==> src/rtl/clock_divider_ctrl.sv <==
// Runtime-programmable clock divider with glitch-free ratio changes and start/stop at period boundaries.
// Optional macro CLKDIV_PERIOD_CNT_EN adds a saturating period counter output.
module clock_divider_ctrl #(
    parameter int CNT_W       = 8,
    parameter int DEFAULT_DIV = 4
) (
    input  logic             clk,
    input  logic             rst_n,
    input  logic             enable,
    input  logic [CNT_W-1:0] div_val,
    input  logic             div_valid,
    output logic             div_ready,
    output logic             clk_out,
    output logic             tick,
    output logic             running,
    output logic             err
`ifdef CLKDIV_PERIOD_CNT_EN
    ,
    output logic [15:0]      period_cnt
`endif
);

    typedef enum logic [1:0] {IDLE, RUN, PEND} state_t;

    state_t           state_q, state_d;
    logic [CNT_W-1:0] count_q, count_d;
    logic [CNT_W-1:0] cur_div_q, cur_div_d;
    logic [CNT_W-1:0] pend_div_q, pend_div_d;
    logic             clk_out_q, clk_out_d;
    logic             tick_q, tick_d;
    logic             err_q, err_d;
    logic             running_q, running_d;

    logic             accept;
    logic             goodReq;
    logic             lastCount;
    logic [CNT_W-1:0] countInc;
    logic [CNT_W-1:0] highLen;

    assign div_ready = (state_q != PEND);
    assign accept    = div_valid && div_ready;
    assign goodReq   = accept && (div_val >= CNT_W'(2));
    assign lastCount = (count_q == cur_div_q - CNT_W'(1));
    assign countInc  = count_q + CNT_W'(1);
    // High phase gets the extra cycle for odd ratios.
    assign highLen   = cur_div_q - (cur_div_q >> 1);

    always_comb begin
        state_d    = state_q;
        count_d    = count_q;
        cur_div_d  = cur_div_q;
        pend_div_d = pend_div_q;
        clk_out_d  = 1'b0;
        tick_d     = 1'b0;
        err_d      = accept && !goodReq;

        case (state_q)
            IDLE: begin
                count_d = '0;
                if (goodReq) begin
                    cur_div_d = div_val;
                end
                if (enable) begin
                    state_d   = RUN;
                    clk_out_d = 1'b1;
                    tick_d    = 1'b1;
                end
            end
            RUN: begin
                if (lastCount) begin
                    count_d = '0;
                    if (enable) begin
                        clk_out_d = 1'b1;
                        tick_d    = 1'b1;
                        if (goodReq) begin
                            pend_div_d = div_val;
                            state_d    = PEND;
                        end
                    end else begin
                        // Stopping anyway, so a request on this edge can load directly.
                        state_d = IDLE;
                        if (goodReq) begin
                            cur_div_d = div_val;
                        end
                    end
                end else begin
                    count_d   = countInc;
                    clk_out_d = (countInc < highLen);
                    if (goodReq) begin
                        pend_div_d = div_val;
                        state_d    = PEND;
                    end
                end
            end
            PEND: begin
                if (lastCount) begin
                    count_d   = '0;
                    cur_div_d = pend_div_q;
                    if (enable) begin
                        state_d   = RUN;
                        clk_out_d = 1'b1;
                        tick_d    = 1'b1;
                    end else begin
                        state_d = IDLE;
                    end
                end else begin
                    count_d   = countInc;
                    clk_out_d = (countInc < highLen);
                end
            end
            default: begin
                state_d = IDLE;
                count_d = '0;
            end
        endcase

        running_d = (state_d != IDLE);
    end

    always_ff @(posedge clk or negedge rst_n) begin
        if (!rst_n) begin
            state_q    <= IDLE;
            count_q    <= '0;
            cur_div_q  <= CNT_W'(DEFAULT_DIV);
            pend_div_q <= '0;
            clk_out_q  <= 1'b0;
            tick_q     <= 1'b0;
            err_q      <= 1'b0;
            running_q  <= 1'b0;
        end else begin
            state_q    <= state_d;
            count_q    <= count_d;
            cur_div_q  <= cur_div_d;
            pend_div_q <= pend_div_d;
            clk_out_q  <= clk_out_d;
            tick_q     <= tick_d;
            err_q      <= err_d;
            running_q  <= running_d;
        end
    end

    assign clk_out = clk_out_q;
    assign tick    = tick_q;
    assign err     = err_q;
    assign running = running_q;

`ifdef CLKDIV_PERIOD_CNT_EN
    logic [15:0] period_cnt_q;

    // A ratio change restarts the count; a tick on that same edge is the first period of the new ratio.
    always_ff @(posedge clk or negedge rst_n) begin
        if (!rst_n) begin
            period_cnt_q <= 16'd0;
        end else if (cur_div_d != cur_div_q) begin
            period_cnt_q <= tick_d ? 16'd1 : 16'd0;
        end else if (tick_d && (period_cnt_q != 16'hFFFF)) begin
            period_cnt_q <= period_cnt_q + 16'd1;
        end
    end

    assign period_cnt = period_cnt_q;
`endif

endmodule

==> config.mk <==
export PLATFORM = sky130hd
export DESIGN_NAME = clock_divider_ctrl
export DESIGN_NICKNAME = d
export VERILOG_FILES = /design/src/rtl/clock_divider_ctrl.sv
export SDC_FILE = /design/constraint.sdc
export NUM_CORES = 1
export LEC_CHECK = 0
export CAP_MARGIN = 10
export CORE_AREA = 10 10 85 87
export DETAILED_ROUTE_END_ITERATION = 10
export DIE_AREA = 0 0 95 97
export PLACE_DENSITY_LB_ADDON = 0.25
export SLEW_MARGIN = 20
export SYNTH_ARGS = -nofsm -noshare
export SYNTH_HDL_FRONTEND = slang
export SYNTH_SLANG_ARGS = --single-unit
==> constraint.sdc <==
create_clock -name clk -period 3 [get_ports clk]
set_clock_uncertainty 0.15 [all_clocks]
set_input_delay 0.9 -clock clk [delete_from_list [all_inputs] [get_ports clk]]
set_output_delay 0.9 -clock clk [all_outputs]
set_load 0.005 [all_outputs]
### Cell area per tile, run 1

Scale: 4 px per um. The die is cut into 10 by 10 equal tiles; black is low, pale yellow is high, 0 to 100% covered.
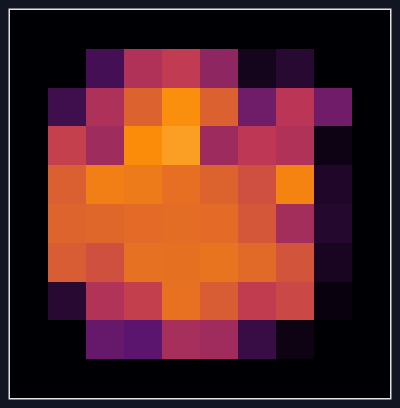
tiles over 75% full: 3.0%
nearly empty tiles: 40%
densest ninth of the die: center
mean over tiles: 28%
fullest tile: 79%
Final Core Density: 48.79%
Floorplan Utilization: 39.83%
Core Region: 5473 um2

### Signal wires on met2, run 1

Scale: 4 px per um.
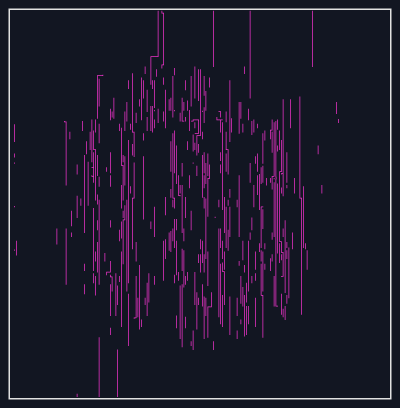
wire length on this layer: 2,000 um
share of all routed wire: 47%
Vias: 1,563
total routed wirelength: 4284 um
GR Util met2: 15.81%

==> Changelog: implementation, run 1 <==
### Physical design

- GRT busiest layer: met2
- Worst slew margin: 73.93%
- Total negative slack: 0 ns
- Worst EP arrival: about 2.9 ns
- Power share of the clock group: between 10% and 20%
- Min-delay worst type: flip-flop to flip-flop
- Met1 wire length: 2099 um
- Leading power group: combinational logic
- Setup crit end: running
- Cell Chain, Critical Path: clkdlybuf4s50_1 > or4_1 > nor4_1 > buf_4 > nor2_1 > buf_4 > o31ai_1 > o2bb2ai_1 > a21oi_1
- Status: completed
- Vias in the first global route: around 1,600
- Hold path depth: 1
- Period utilization: 95.62%
- TritonCTS Buffers: 5
- WP buf/inv: 3
- Worst Path Class, Setup: primary input to flip-flop
- P_leak: 1.254 nW
- Switching power: ~1.2 mW
- Total GRT Usage: 10.10%
- Clk slew on worst S/H paths: 0.07 ns
- Async S/R FF share, synth: 100.0%
### The clock network, run 1

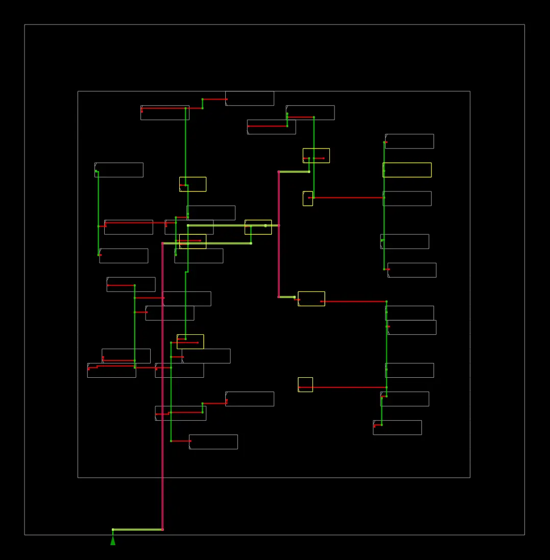
clk latency late pin: 0.28 ns
flip-flops: 30
clk sink count: 30

[run 1: kinds of logic (layout without fill, tap and decap cells)]
kind of cell,count (synthesis),in the layout
simple gates,47,47
compound gates,32,32
flops,30,30
fa+ha+maj,28,28
xor+xnor,25,25
mux,24,24
buf+inv,21,62
[run 1: registers in the layout, indices dropped and copies added, names as in the netlist]
name / flops
state_q: 2
clk_out: 1
count_q: 8
cur_div_q: 8
err: 1
pend_div_q: 8
running: 1
tick: 1
[run 1: cell type report]
type	instances	area (um2)
clock buffer	6	82.58
clock inverter	2	12.51
fill	557	2803
inverter	18	67.56
multi-input combinational	156	1355
sequential	30	752.0
tap	72	90.09
timing repair buffer	36	310.3
[run 1: repair_timing]
action | 4_1_cts | 5_1_grt
setup buffers | 0 | 1
resized | 0 | 11
setup endpoints to repair | 0 | 17
[run 1: Yosys cell counts (all sizes together) (5+ instances only)]
cell	number	share of area (%)
o21ai	7	1.6
mux2i	16	7.3
inv	18	3.1
nand3	5	1.1
dfrtp	29	33
xnor2	17	6.8
a21oi	8	1.8
mux2	8	5.5
nand2	9	1.5
ha	27	15
nor2	10	1.7
xor2	8	3.2
and3	10	2.9
[run 1: cell usage in the layout, fill, tap and decap left out, types with 2 or more instances in the layout]
master,netlist,layout
and3_1,9,8
a21oi_1,8,6
buf_4,1,20
a21boi_0,3,2
xnor2_1,17,17
nand2_1,9,9
a21oi_2,0,2
nand2b_1,3,3
clkdlybuf4s50_1,0,16
xor2_1,8,8
nand3_1,5,5
mux2i_1,16,16
dfrtp_1,29,29
o21bai_1,3,3
o21ai_1,0,3
o21a_1,2,2
ha_1,27,27
inv_1,18,17
nor2b_1,3,3
o21ai_0,7,4
mux2_4,8,8
clkbuf_8,0,6
nor2_1,10,10
### Supply network, run 1

Scale: 4 px per um. Pins as bars on the die edge.
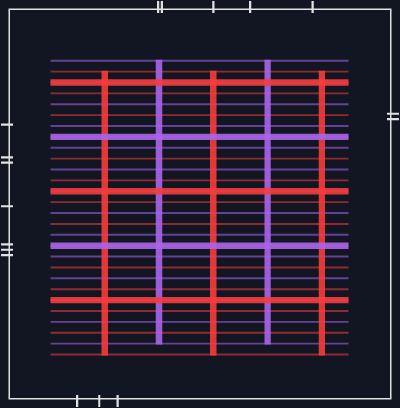

--- run 2 (diff from run 1) ---
--- a/config.mk
+++ b/config.mk
@@ -6,9 +6,9 @@
 export NUM_CORES = 1
 export LEC_CHECK = 0
 export CAP_MARGIN = 10
-export CORE_AREA = 10 10 85 87
+export CORE_AREA = 2 2 77 79
 export DETAILED_ROUTE_END_ITERATION = 10
-export DIE_AREA = 0 0 95 97
+export DIE_AREA = 0 0 79 81
 export PLACE_DENSITY_LB_ADDON = 0.25
 export SLEW_MARGIN = 20
 export SYNTH_ARGS = -nofsm -noshare
### Supply network, run 2

Scale: 4 px per um. Pins as bars on the die edge.
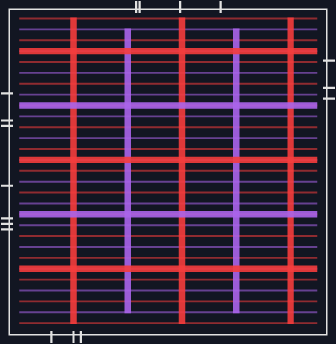
legend:
  VDD:
    color: purple
  VSS:
    color: red
met5 straps: 5
met4 straps: 5
met1 rails: 29
signal pins: 17
rows: 28
die height: 81 um
die span in x: 79 um
Core Region: 5675 um2

==> run 2 against run 1 <==
Net effect:
- synthesized cell count unchanged
- worst hold slack better by 0.00060 ns
- first-iteration DRC count fell by 39%
- routed wire length fell by 2.9%
- non-clock buffer count unchanged
- design area rose by 0.23%
- register-to-register slack got worse by 0.04 ns
- critical path type unchanged
- largest power group unchanged
==> Changelog: implementation, run 2 <==
### Physical design

- TritonCTS Buffers: 5 (unchanged)
- Final Core Density: 47.16% (was 48.79%)
- Clk latency late pin: 0.29 ns (was 0.28 ns)
- Most common cell in the synthesized netlist: dfrtp_1 (unchanged)
- Worst EP arrival: 2.86 ns (was 2.92 ns)
- Most frequent cells in the layout: dfrtp_1, ha_1, buf_4 (unchanged)
- Status: completed (unchanged)
- GRT busiest layer: met2 (unchanged)
- Top cell excl fill/tap: dfrtp_1 (unchanged)
- Worst Setup Start Kind: primary input (unchanged)
- Async S/R FF share, synth: 100.0% (unchanged)
- Clk slew on worst S/H paths: 0.07 ns (about the same)
- P_leak: 1.257 nW (was 1.254 nW)
- Dominant cell area share: 33.30% (unchanged)
- Vias in the first global route: 1,649 (was 1,641)
- Total GRT Usage: 14.68% (was 10.10%)
- Synth top cells by count: dfrtp_1, ha_1, inv_1 (unchanged)
- Ys cells: 207 (unchanged)
- End of the worst hold path: pend_div_q[1] (unchanged)
- Period utilization: 94.68% (was 95.62%)
- Vias: 1,555 (was 1,563)
- Biggest area cells: dfrtp_1, ha_1, mux2i_1 (unchanged)
- Floorplan Utilization: 38.40% (was 39.83%)
- Hold path depth: 1 (unchanged)
- Worst Path Class, Setup: primary input to flip-flop (unchanged)
- Number of synthesized flops with an enable pin: 0 (unchanged)
- Clk buf depth: 2 (unchanged)
- Yosys top cell by area: dfrtp_1 (unchanged)
- Top Registers: count_q (8), cur_div_q (8), pend_div_q (8) (unchanged)
- Setup crit end: pend_div_q[4] (was running)
- Dpl hpwl: 3293 um (was 3446 um)
- Setup violators final: 0 (unchanged)
- Min-delay worst type: flip-flop to flip-flop (unchanged)
- Worst slew margin: 74.51% (was 73.93%)
- Reg-to-reg startpoint: cur_div_q[2] (unchanged)
- Post-layout min period: 2.840 ns (was 2.869 ns)
### Signal wires on met2, run 2

Scale: 4 px per um.
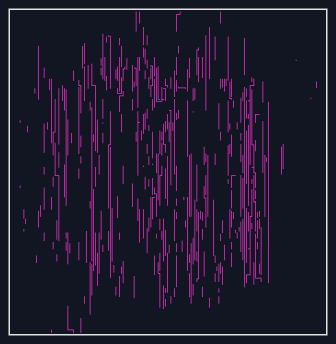
nets with wire on the layer: 237
longest straight run: 50.0 um
main direction: vertical
wire length on this layer: 1,950 um
GR Util met2: 23.90%
total routed wirelength: 4161 um

[run 2: cell counts in the layout (fill, tap and decap cells not counted)]
No cell type changed its count.
[run 2: layout make-up]
type                    instances  area [um2]
clock inverters                 2       12.51
fillers                       578        2999
multi-input cells             156        1358
inverters                      18       67.56
clock buffers                   6       82.58
flip-flops and latches         30       752.0
repair buffers                 36       310.3
well taps                      75       93.84
[run 2: metrics by stage]
step / std cells / TNS (ns) / instance area, um2
5_1_grt: 323 / 0 / 2676
2_1_floorplan: 207 / 0 / 2180
3_3_place_gp: 315 / -2.794 / 2561
3_5_place_dp: 315 / -3.077 / 2561
4_1_cts: 323 / 0 / 2656
6_report: 323 / 0 / 2676
[run 2: power by group]
group	internal (mW)	switching [mW]	total, mW	leakage, nW
Sequential	0.568	0.120	0.688	0.372
Clock	0.184	0.160	0.344	0.0472
Combinational	0.920	0.896	1.82	0.837
[run 2: worst max-delay path, cell delays in order]
cell and delay (ns):
clkdlybuf4s50_1 0.41, or4_1 0.58, nor4_2 0.16, buf_4 0.15
nor2_1 0.04, and3_2 0.30, mux2_4 0.32
[run 2: timing repair]
item | in CTS | in global routing
endpoints found under the setup margin | 0 | 19
hold buffers | 0 | 0
gates resized | 0 | 8
hold endpoints to repair | 0 | 0
buffers inserted | 0 | 0
[run 2: cell families after synthesis]
kind of cell	after synthesis	share of synthesized area (%)
simple gates	47	11.65
compound gates	32	10.39
flops	30	34.50
fa+ha+maj	28	16.42
xor+xnor	25	10.05
mux	24	12.86
buf+inv	21	4.133
[run 2: per-layer routing]
metal  wire [um]  share of wire, %  up-vias
met1        2033                49      737
li1            -                 -      793
met4          89               2.1        0
met2        1950                47       17
met5           0                 0        -
met3          87               2.1        8
No activity file was given, so power comes from the tool's default toggle rates.
